[src/rtl/pipeline_ctrl_pkg.sv]
// Shared types and constants for the pipeline sequencer.
// The control-vector constants below cover every output pattern the sequencer can drive.
package pipeline_ctrl_pkg;

  localparam int DEF_REG_ADDR_W = 4;

  typedef enum logic {
    RUN     = 1'b0,
    MC_BUSY = 1'b1
  } pipe_state_t;

  typedef struct packed {
    logic pc_en;
    logic ifid_en;
    logic idex_en;
    logic exmem_en;
    logic memwb_en;
    logic ifid_flush;
    logic idex_flush;
    logic exmem_flush;
  } pipe_ctrl_t;

  // Field order: pc, ifid, idex, exmem, memwb enables, then ifid, idex, exmem flushes
  localparam pipe_ctrl_t CTRL_HOLD     = '{1'b0, 1'b0, 1'b0, 1'b0, 1'b0, 1'b0, 1'b0, 1'b0};
  localparam pipe_ctrl_t CTRL_RUN      = '{1'b1, 1'b1, 1'b1, 1'b1, 1'b1, 1'b0, 1'b0, 1'b0};
  localparam pipe_ctrl_t CTRL_MC       = '{1'b0, 1'b0, 1'b0, 1'b1, 1'b1, 1'b0, 1'b0, 1'b1};
  localparam pipe_ctrl_t CTRL_BRANCH   = '{1'b1, 1'b1, 1'b1, 1'b1, 1'b1, 1'b1, 1'b1, 1'b0};
  localparam pipe_ctrl_t CTRL_LOAD_USE = '{1'b0, 1'b0, 1'b1, 1'b1, 1'b1, 1'b0, 1'b1, 1'b0};

endpackage

[src/rtl/pipeline_ctrl_if.sv]
// Hazard inputs and stage-buffer controls exchanged between the datapath and the sequencer.
// The datapath is the master, the sequencer the slave.
interface pipeline_ctrl_if
  import pipeline_ctrl_pkg::*;
#(
  parameter int REG_ADDR_W = DEF_REG_ADDR_W
);

  logic [REG_ADDR_W-1:0] id_rs1;
  logic [REG_ADDR_W-1:0] id_rs2;
  logic                  id_uses_rs2;
  logic [REG_ADDR_W-1:0] ex_rd;
  logic                  ex_mem_read;
  logic                  ex_mc_start;
  logic                  branch_taken;
  logic                  mem_ready;

  logic pc_en;
  logic ifid_en;
  logic idex_en;
  logic exmem_en;
  logic memwb_en;
  logic ifid_flush;
  logic idex_flush;
  logic exmem_flush;

  modport master (
    output id_rs1, id_rs2, id_uses_rs2, ex_rd, ex_mem_read, ex_mc_start, branch_taken, mem_ready,
    input  pc_en, ifid_en, idex_en, exmem_en, memwb_en, ifid_flush, idex_flush, exmem_flush
  );

  modport slave (
    input  id_rs1, id_rs2, id_uses_rs2, ex_rd, ex_mem_read, ex_mc_start, branch_taken, mem_ready,
    output pc_en, ifid_en, idex_en, exmem_en, memwb_en, ifid_flush, idex_flush, exmem_flush
  );

endinterface

[src/rtl/pipeline_ctrl_hazard_detect.sv]
// Combinational load-use comparator: a load in EX whose destination feeds the ID instruction.
// Register 0 is hardwired to zero, so it never creates a dependency.
module hazard_detect
  import pipeline_ctrl_pkg::*;
#(
  parameter int REG_ADDR_W = DEF_REG_ADDR_W
) (
  input  logic                  ex_mem_read,
  input  logic [REG_ADDR_W-1:0] ex_rd,
  input  logic [REG_ADDR_W-1:0] id_rs1,
  input  logic [REG_ADDR_W-1:0] id_rs2,
  input  logic                  id_uses_rs2,
  output logic                  load_use
);

  assign load_use = ex_mem_read && (ex_rd != '0) &&
                    ((ex_rd == id_rs1) || (id_uses_rs2 && (ex_rd == id_rs2)));

endmodule

[src/rtl/pipeline_ctrl.sv]
// Central stage-buffer sequencer: load-use stalls, branch flushes, multi-cycle EX and memory waits.
// Define PIPELINE_PERF_CNT_EN to build the saturating stall/flush performance counters.
module pipeline_ctrl
  import pipeline_ctrl_pkg::*;
#(
  parameter int REG_ADDR_W = DEF_REG_ADDR_W,
  parameter int MC_LATENCY = 4,
  parameter int PERF_W     = 16
) (
  input  logic              clk,
  input  logic              rst,
  pipeline_ctrl_if.slave    pif,
  output logic [PERF_W-1:0] stall_cycles,
  output logic [PERF_W-1:0] flush_cycles
);

  localparam int MC_CNT_W = $clog2(MC_LATENCY + 1);
  // The start cycle is the first of MC_LATENCY, and the release cycle is the last
  localparam logic [MC_CNT_W-1:0] MC_LOAD = MC_CNT_W'((MC_LATENCY > 1) ? (MC_LATENCY - 2) : 0);

  pipe_state_t         state, state_nxt;
  logic [MC_CNT_W-1:0] mc_cnt, mc_cnt_nxt;
  pipe_ctrl_t          ctrl;
  logic                load_use;

  hazard_detect #(.REG_ADDR_W(REG_ADDR_W)) u_hazard (
    .ex_mem_read (pif.ex_mem_read),
    .ex_rd       (pif.ex_rd),
    .id_rs1      (pif.id_rs1),
    .id_rs2      (pif.id_rs2),
    .id_uses_rs2 (pif.id_uses_rs2),
    .load_use    (load_use)
  );

  always_ff @(posedge clk) begin
    if (rst) begin
      state  <= RUN;
      mc_cnt <= '0;
    end else begin
      state  <= state_nxt;
      mc_cnt <= mc_cnt_nxt;
    end
  end

  always_comb begin
    ctrl       = CTRL_HOLD;
    state_nxt  = state;
    mc_cnt_nxt = mc_cnt;
    if (rst) begin
      ctrl       = CTRL_HOLD;
      state_nxt  = RUN;
      mc_cnt_nxt = '0;
    end else if (!pif.mem_ready) begin
      ctrl = CTRL_HOLD;
    end else if (state == MC_BUSY) begin
      if (mc_cnt != '0) begin
        ctrl       = CTRL_MC;
        mc_cnt_nxt = mc_cnt - MC_CNT_W'(1);
      end else begin
        ctrl      = CTRL_RUN;
        state_nxt = RUN;
      end
    end else if (pif.branch_taken) begin
      ctrl = CTRL_BRANCH;
    end else if (pif.ex_mc_start && (MC_LATENCY > 1)) begin
      ctrl       = CTRL_MC;
      mc_cnt_nxt = MC_LOAD;
      state_nxt  = MC_BUSY;
    end else if (load_use) begin
      ctrl = CTRL_LOAD_USE;
    end else begin
      ctrl = CTRL_RUN;
    end
  end

  assign pif.pc_en       = ctrl.pc_en;
  assign pif.ifid_en     = ctrl.ifid_en;
  assign pif.idex_en     = ctrl.idex_en;
  assign pif.exmem_en    = ctrl.exmem_en;
  assign pif.memwb_en    = ctrl.memwb_en;
  assign pif.ifid_flush  = ctrl.ifid_flush;
  assign pif.idex_flush  = ctrl.idex_flush;
  assign pif.exmem_flush = ctrl.exmem_flush;

`ifdef PIPELINE_PERF_CNT_EN
  logic any_flush;
  assign any_flush = ctrl.ifid_flush | ctrl.idex_flush | ctrl.exmem_flush;

  // Freeze cycles count as stalls since the PC is held; both counters stick at all-ones
  always_ff @(posedge clk) begin
    if (rst) begin
      stall_cycles <= '0;
      flush_cycles <= '0;
    end else begin
      if (!ctrl.pc_en && (stall_cycles != '1))
        stall_cycles <= stall_cycles + PERF_W'(1);
      if (any_flush && (flush_cycles != '1))
        flush_cycles <= flush_cycles + PERF_W'(1);
    end
  end
`else
  assign stall_cycles = '0;
  assign flush_cycles = '0;
`endif

endmodule

[src/flat_wrapper.sv]
// flat-port wrapper written by rule: the top's interface ports become plain ports
module pipeline_ctrl_flat import pipeline_ctrl_pkg::*;
#(
  parameter int REG_ADDR_W = DEF_REG_ADDR_W,
  parameter int MC_LATENCY = 4,
  parameter int PERF_W     = 16
)
  (clk, rst, stall_cycles, flush_cycles, pif_id_rs1, pif_id_rs2, pif_id_uses_rs2, pif_ex_rd, pif_ex_mem_read, pif_ex_mc_start, pif_branch_taken, pif_mem_ready, pif_pc_en, pif_ifid_en, pif_idex_en, pif_exmem_en, pif_memwb_en, pif_ifid_flush, pif_idex_flush, pif_exmem_flush);
  pipeline_ctrl_if #(.REG_ADDR_W(REG_ADDR_W)) pif_i ();
  input  logic clk;
  input  logic rst;
  output logic [PERF_W-1:0] stall_cycles;
  output logic [PERF_W-1:0] flush_cycles;
  input wire logic [$bits(pif_i.id_rs1)-1:0] pif_id_rs1;
  input wire logic [$bits(pif_i.id_rs2)-1:0] pif_id_rs2;
  input wire logic [$bits(pif_i.id_uses_rs2)-1:0] pif_id_uses_rs2;
  input wire logic [$bits(pif_i.ex_rd)-1:0] pif_ex_rd;
  input wire logic [$bits(pif_i.ex_mem_read)-1:0] pif_ex_mem_read;
  input wire logic [$bits(pif_i.ex_mc_start)-1:0] pif_ex_mc_start;
  input wire logic [$bits(pif_i.branch_taken)-1:0] pif_branch_taken;
  input wire logic [$bits(pif_i.mem_ready)-1:0] pif_mem_ready;
  output wire logic [$bits(pif_i.pc_en)-1:0] pif_pc_en;
  output wire logic [$bits(pif_i.ifid_en)-1:0] pif_ifid_en;
  output wire logic [$bits(pif_i.idex_en)-1:0] pif_idex_en;
  output wire logic [$bits(pif_i.exmem_en)-1:0] pif_exmem_en;
  output wire logic [$bits(pif_i.memwb_en)-1:0] pif_memwb_en;
  output wire logic [$bits(pif_i.ifid_flush)-1:0] pif_ifid_flush;
  output wire logic [$bits(pif_i.idex_flush)-1:0] pif_idex_flush;
  output wire logic [$bits(pif_i.exmem_flush)-1:0] pif_exmem_flush;
  assign pif_i.id_rs1 = pif_id_rs1;
  assign pif_i.id_rs2 = pif_id_rs2;
  assign pif_i.id_uses_rs2 = pif_id_uses_rs2;
  assign pif_i.ex_rd = pif_ex_rd;
  assign pif_i.ex_mem_read = pif_ex_mem_read;
  assign pif_i.ex_mc_start = pif_ex_mc_start;
  assign pif_i.branch_taken = pif_branch_taken;
  assign pif_i.mem_ready = pif_mem_ready;
  assign pif_pc_en = pif_i.pc_en;
  assign pif_ifid_en = pif_i.ifid_en;
  assign pif_idex_en = pif_i.idex_en;
  assign pif_exmem_en = pif_i.exmem_en;
  assign pif_memwb_en = pif_i.memwb_en;
  assign pif_ifid_flush = pif_i.ifid_flush;
  assign pif_idex_flush = pif_i.idex_flush;
  assign pif_exmem_flush = pif_i.exmem_flush;
  pipeline_ctrl #(.REG_ADDR_W(REG_ADDR_W), .MC_LATENCY(MC_LATENCY), .PERF_W(PERF_W)) u_core (.clk(clk), .rst(rst), .pif(pif_i), .stall_cycles(stall_cycles), .flush_cycles(flush_cycles));
endmodule
[config.mk]
export PLATFORM = sky130hd
export DESIGN_NAME = pipeline_ctrl_flat
export DESIGN_NICKNAME = d
export VERILOG_FILES = /design/src/rtl/pipeline_ctrl_pkg.sv /design/src/rtl/pipeline_ctrl_if.sv /design/src/rtl/pipeline_ctrl_hazard_detect.sv /design/src/rtl/pipeline_ctrl.sv /design/src/flat_wrapper.sv
export SDC_FILE = /design/constraint.sdc
export NUM_CORES = 1
export LEC_CHECK = 0
export CAP_MARGIN = 5
export CORE_ASPECT_RATIO = 1.1
export CORE_UTILIZATION = 30
export DETAILED_ROUTE_END_ITERATION = 8
export PLACE_DENSITY_LB_ADDON = 0.2
export SETUP_SLACK_MARGIN = 0.02
export SLEW_MARGIN = 25
export SYNTH_ARGS = -nofsm -noshare
export SYNTH_HDL_FRONTEND = slang
export SYNTH_SLANG_ARGS = --single-unit
[constraint.sdc]
create_clock -name clk -period 2.1 [get_ports clk]
set_input_delay 0.42 -clock clk [delete_from_list [all_inputs] [get_ports clk]]
set_output_delay 0.42 -clock clk [all_outputs]
set_load 0.05 [all_outputs]
==> run notes <==
Implementation numbers.

- The run finished, with violations left.
- The checks that failed: setup timing.
- OpenROAD emitted warnings numbering 28.
- The met2 wirelength from detailed routing is 637 um.
- Yosys reports a chip area of 617 sq um.
- The area fraction of the largest cell type after synthesis is 0.414.
- After synthesis, the share of flip-flops with an asynchronous set or reset is 0.
- The number of DRC violations after detailed routing is 0.
- The most common logic cells in the final layout are sky130_fd_sc_hd__conb_1 (32), sky130_fd_sc_hd__buf_4 (11), sky130_fd_sc_hd__buf_12 (8).
- Nets still carrying antenna violations after routing amount to 0.
- The die outline area is about 2200 sq um.
- The number of max-slew violations in the final report is 0.
- Per the synthesis report, the XOR/XNOR share of the synthesized area is 0.114.
- The power report puts the leakage power at approximately 0.52 nW.
- The top achievable clock speed is 0.474 GHz.
- In this run the count of I/O pins placed on the die edge is a little under 60.
- The design draws between 0.4 and 0.5 mW.
- The main flop type is sky130_fd_sc_hd__dfxtp_1.
- The netlist uses 24 different library cells.
- The level count of the clock H-tree is 1.
- For this design, the slowest cell found on the critical path is sky130_fd_sc_hd__o41ai_4.
- The height of the die is approximately 50 um.
- A synthesized cell averages about 7.5 sq um.
- In the final report, the number of hold violations comes to 0.
- The final worst clock skew is roughly 0.0074 ns.
- The synthesized netlist occupies a cell area of 617 sq um.
- The met3 routed wirelength is ~93 um.
- The half-perimeter wire length of the detailed placement result is 1050 um.
- The top layer reached by signal wires is met3.
- The largest vdd supply drop is 246 uV.
- STA classifies the critical path startpoint as a primary input.
- The number of global-route vias before repair is roughly 480.
- The report lists the cells along the critical path as buf_8 -> buf_4 -> xor2_1 -> nor3_2 -> a22oi_2 -> buf_4 -> o41ai_4 -> buf_12.
- In the log, the iteration count for the first detailed-route pass is 2.
- The worst setup slack after layout is -0.00837 ns.
- The setup TNS is -0.00837 ns.
- The setup violation total in the final timing report is 1.
- Ranked by total cell area, the synthesized netlist is headed by sky130_fd_sc_hd__buf_4 (41%), sky130_fd_sc_hd__dfxtp_1 (13%), sky130_fd_sc_hd__xor2_1 (9.9%).
- Following the worst setup path forward leads to its endpoint at pif_idex_flush.
- The number of vias per cell is 3.85.
- The type of the setup path with the least slack is in2out.
- The chip width is 45.2 um.
- The kind of end point of the critical path is an output pin.
- The maximum clock insertion buffer count is 2.
- Counting cells, the worst reg-to-reg path comes to 8.
- The post-synthesis cell count from yosys is 82.
- The most used cell along the critical path is sky130_fd_sc_hd__buf_4.
- The synthesized netlist handed to floorplanning was reported with a cell count of roughly 82.
- The initial antenna violation count came to 0.
-- layout make-up --
| type | count | area (sq um) |
|---|---|---|
| fillers | 173 | 786 |
| clock buffers | 3 | 22.5 |
| flip-flops and latches | 4 | 81.3 |
| inverters | 5 | 18.8 |
| well taps | 27 | 33.8 |
| repair buffers | 39 | 445 |
| multi-input cells | 70 | 474 |
-- worst max-delay path: cells and delay by family --
kind	cells	cell delay, ns
and+or+nand+nor	1	0.22
AOI/OAI and AO/OA	2	0.35
xor gates and xnor gates	1	0.14
buffers and inverters	4	0.55
-- stage by stage --
| step | instances | setup WS, ns | hold WS [ns] | area, sq um |
|---|---|---|---|---|
| final | 148 | -0.00837 | 0.452 | 1080 |
| after CTS | 147 | -0.0725 | 0.455 | 1030 |
| after global placement | 142 | -0.396 | 0.443 | 966 |
| after global routing | 148 | -0.103 | 0.485 | 1080 |
| after floorplan | 113 | 0.0264 | 0.430 | 776 |
| after detailed placement | 142 | -0.413 | 0.450 | 966 |
-- kinds of logic (layout without fill, tap and decap cells) --
group	count (synthesis)	count (layout)
AOI/OAI and AO/OA	10	10
xor gates and xnor gates	8	8
adders and majority gates	2	2
buffers and inverters	39	47
DFF	4	4
other	1	32
and+or+nand+nor	18	18
-- worst min-delay path by stage --
stage / from / end / slack, ns / cells past startpoint
after floorplan: u_core.mc_cnt[1]$_SDFFE_PP0P_ / u_core.mc_cnt[1]$_SDFFE_PP0P_ / 0.43 / 2
after global placement: u_core.mc_cnt[1]$_SDFFE_PP0P_ / u_core.mc_cnt[1]$_SDFFE_PP0P_ / 0.44 / 2
after detailed placement: u_core.mc_cnt[1]$_SDFFE_PP0P_ / u_core.mc_cnt[1]$_SDFFE_PP0P_ / 0.45 / 2
after CTS: u_core.mc_cnt[1]$_SDFFE_PP0P_ / u_core.mc_cnt[1]$_SDFFE_PP0P_ / 0.46 / 2
after global routing: u_core.mc_cnt[1]$_SDFFE_PP0P_ / u_core.mc_cnt[1]$_SDFFE_PP0P_ / 0.49 / 2
final: u_core.mc_cnt[1]$_SDFFE_PP0P_ / u_core.mc_cnt[1]$_SDFFE_PP0P_ / 0.45 / 2
-- synth_stat cells (2+ instances only) --
| library cell | count |
|---|---|
| sky130_fd_sc_hd__xor2_1 | 7 |
| sky130_fd_sc_hd__a21oi_1 | 2 |
| sky130_fd_sc_hd__nand2b_1 | 2 |
| sky130_fd_sc_hd__nor2_1 | 6 |
| sky130_fd_sc_hd__nand2_1 | 2 |
| sky130_fd_sc_hd__inv_1 | 5 |
| sky130_fd_sc_hd__buf_4 | 34 |
| sky130_fd_sc_hd__dfxtp_1 | 4 |
| sky130_fd_sc_hd__nor3_1 | 4 |
| sky130_fd_sc_hd__ha_1 | 2 |
-- timing repair --
action / in CTS / in global routing
setup endpoints to repair: 4 / 8
hold buffers: 0 / 0
pin swaps: 13 / 5
resized: 50 / 11
buffers inserted: 2 / 1
-- sequential cells by signal (all words and copies together) (netlist names) --
| register | cells |
|---|---|
| u_core.mc_cnt | 3 |
| u_core.state | 1 |
-- power by group --
group	internal [mW]	switching [mW]
Clock	0.0640	0.0326
Combinational	0.0983	0.204
Sequential	0.0786	0.00199
Total	0.241	0.239
==> images/m1.png <==
Scale bar: 10 um.
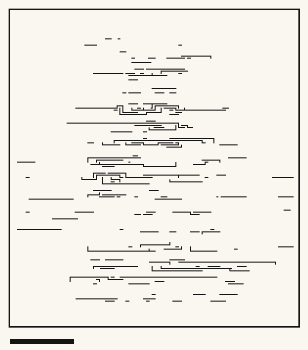
longest straight run = 17.5 um
share of all routed wire = 40%
overall routed net length: 1220 um
via total after detailed routing: 570
met1 global-route usage: 0.140

==> images/m2.png <==
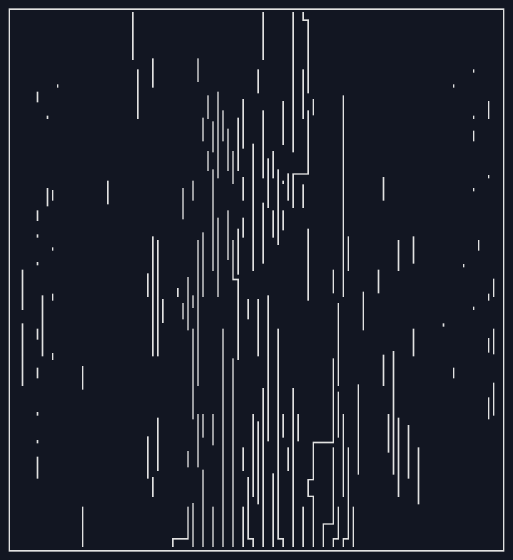
main direction = vertical
nets with wire on the layer = 128
longest straight run = 19.9 um
met2 capacity usage during global routing: 0.196

==> images/congestion_map.png <==
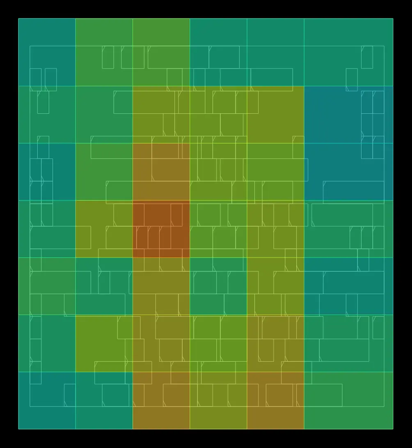
most congested layer reported by global routing: met2
routed wirelength normalized by instance count: 8.21 um
GR Layer Usage met3: 0.0220
global-route usage over all layers: 0.118
fraction of the core area covered by cells at the end of the flow: 0.578

==> images/m3.png <==
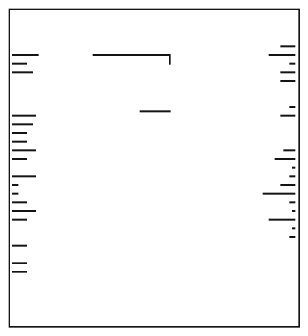
longest straight run = 12.0 um
wire length on this layer = 93.4 um
share of all routed wire = 7.7%
main direction = horizontal
nets with wire on the layer = 38

==> images/port_trees.png <==
Scale bar: 10 um.
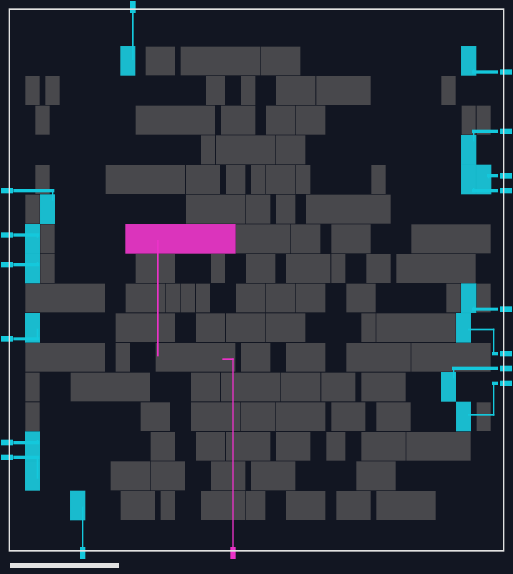
magenta -> `pif_idex_flush`  # direction output, edge bottom, end cells 1, buffers 1, wire 28.6 um
cyan -> `flush_cycles`  # direction output, edge 8 right, 6 left, 1 bottom, 1 top, end cells 16, buffers 0, wire 51.1 um

No activity file was given, so power comes from the tool's default toggle rates.
